==> config.mk <==
export PLATFORM = sky130hd
export DESIGN_NAME = device_monitor_multi
export DESIGN_NICKNAME = d
export VERILOG_FILES = /design/src/rtl/device_monitor_multi.sv
export SDC_FILE = /design/constraint.sdc
export NUM_CORES = 1
export LEC_CHECK = 0
export ABC_AREA = 0
export CORE_MARGIN = 2
export CORE_UTILIZATION = 45
export CTS_CLUSTER_DIAMETER = 50
export CTS_CLUSTER_SIZE = 12
export DETAILED_ROUTE_END_ITERATION = 10
export GPL_TIMING_DRIVEN = 0
export PLACE_DENSITY = 0.78
export SLEW_MARGIN = 20
export SYNTH_ARGS = -nofsm -noshare
export SYNTH_HDL_FRONTEND = slang
export SYNTH_SLANG_ARGS = --single-unit
==> constraint.sdc <==
create_clock -name clk -period 6.2 [get_ports clk]
set_clock_uncertainty 0.1 [all_clocks]
set_input_delay 0.62 -clock clk [delete_from_list [all_inputs] [get_ports clk]]
set_output_delay 0.62 -clock clk [all_outputs]
set_load 0.05 [all_outputs]
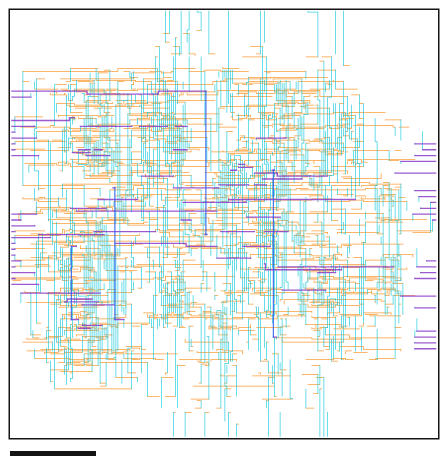
**Above:** routed metal, one color a layer.
Scale bar: 20 um.
Key: orange = met1 [wire length 4650 um]; blue = met4 [wire length 120 um]; cyan = met2 [wire length 4930 um]; purple = met3 [wire length 626 um]
gr usage total: 21.41%
Routed WL per cell: 16.52 um
DR vias: 3668

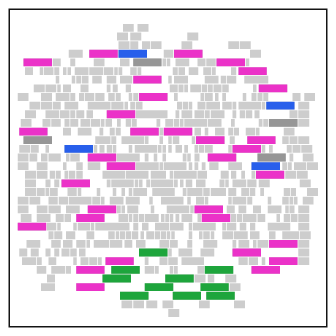
**Above:** where the registers sit.
Other sequential cells in the stronger gray, the rest of the logic in the fainter gray.
Key: green = total_out [flops 10, where bottom middle]; magenta = g_lane.u_lane.count [flops 32, where widely spread]; blue = g_lane.u_lane.ovf [flops 4]
Another 4 sequential cells are not colored.
Seq area share: 25.18%
fin util: 56.71%
seq pwr: 564 uW
area occupied by registers: 1251 um2

==> results.toml <==
# generated from flow reports
[power]
powerComb_mw = 1.66
finalPower_mw = 2.457
p_sw_mw = 1.246
switching_share_pct = 50.70
power.group.top = "combinational logic"

[critical_path]
path_cells = "inv_1, fa_1, fa_1, inv_1, ha_1, fa_1, a21o_1, a21oi_1, nor2b_1, o311a_1, o31a_1"
crit_required_ns = 6.29
path_class = "register to register"
r2r_cells = 11
crit_arrival_ns = 3.66
slowest_stage = "fa_1"
max_stage_delay_ns = 0.54
worst-path-buf-inv = 2
r2r_slack_ns = 2.62
path_max_fanout = 5
worst_setup_path_start_kind = "register"

[routing]
firstDrtPassIters = 5
met1_length_um = 4649
viasPerCell = 5.869
top_layer_used = "met4"

[timing]
setup_ws_ns = 2.621
setup_violations = 0
max_freq_mhz = 279.4
slew_headroom_pct = 56.84
holdWs_ns = 0.2267
hold_viol_final = 0
fin_crit_sh_pct = 57.72
report.final.slew_viol_count = 0
tns_ns = 0

[global_route]
grt_util_met2_pct = 35.60
globalRouteOverflowTotal = 0
use_met1_pct = 29.73
grt_util_met3_pct = 3.162
grt_busiest_layer = "met2"
grt_pass1_wl_um = 17120

[clocking]
cts.htree.levels = 2
cts_hold_buffers = 0
cts.repair.resized = 0
cts-root-buf = "clkbuf_8"
worstSkewPairLatency_ns = 0.31
cts_tree = "done"
clockBufferDepth = 2
path_clk_slew_ns = 0.09
cts_setup_buffers = 0

[placed_design]
place_ws_ns = 2.633
globalplace.congestion = 0.9420
buffer_ports.inserted = 63
hpwl_um = 7736
place_inst = 617

[cells_and_area]
fin_area_um2 = 4970
diodes = 0
n_sequential_cell = 50
layout_top_cell = "clkdlybuf4s50_1"
comb_share_pct = 50.68
fin_nets = 580
final-clk-cell-share_pct = 2.140
final_cells = 625
buf_share_pct = 15.06
clock_buffers = 7
nFillCells = 783

[floorplan]
die-area_um2 = 9891
rows = 34
fp.dieW_um = 99.46
die_h_um = 99.46

[logic_synthesis]
top_logic_kind = "AND-OR/OR-AND gates"
edf_count = 0
ys_warn_count = 0
yosys_most_used_dff = "dfrtp_1"
ys_sh_xor_pct = 3.845
synth_area_per_cell_um2 = 9.193
ys_ff = 50
synth_top_cell_by_area = "dfrtp_1"
ys_cells = 446

[outcome]
outcome = "complete, no violations"
No activity file was given, so power comes from the tool's default toggle rates.
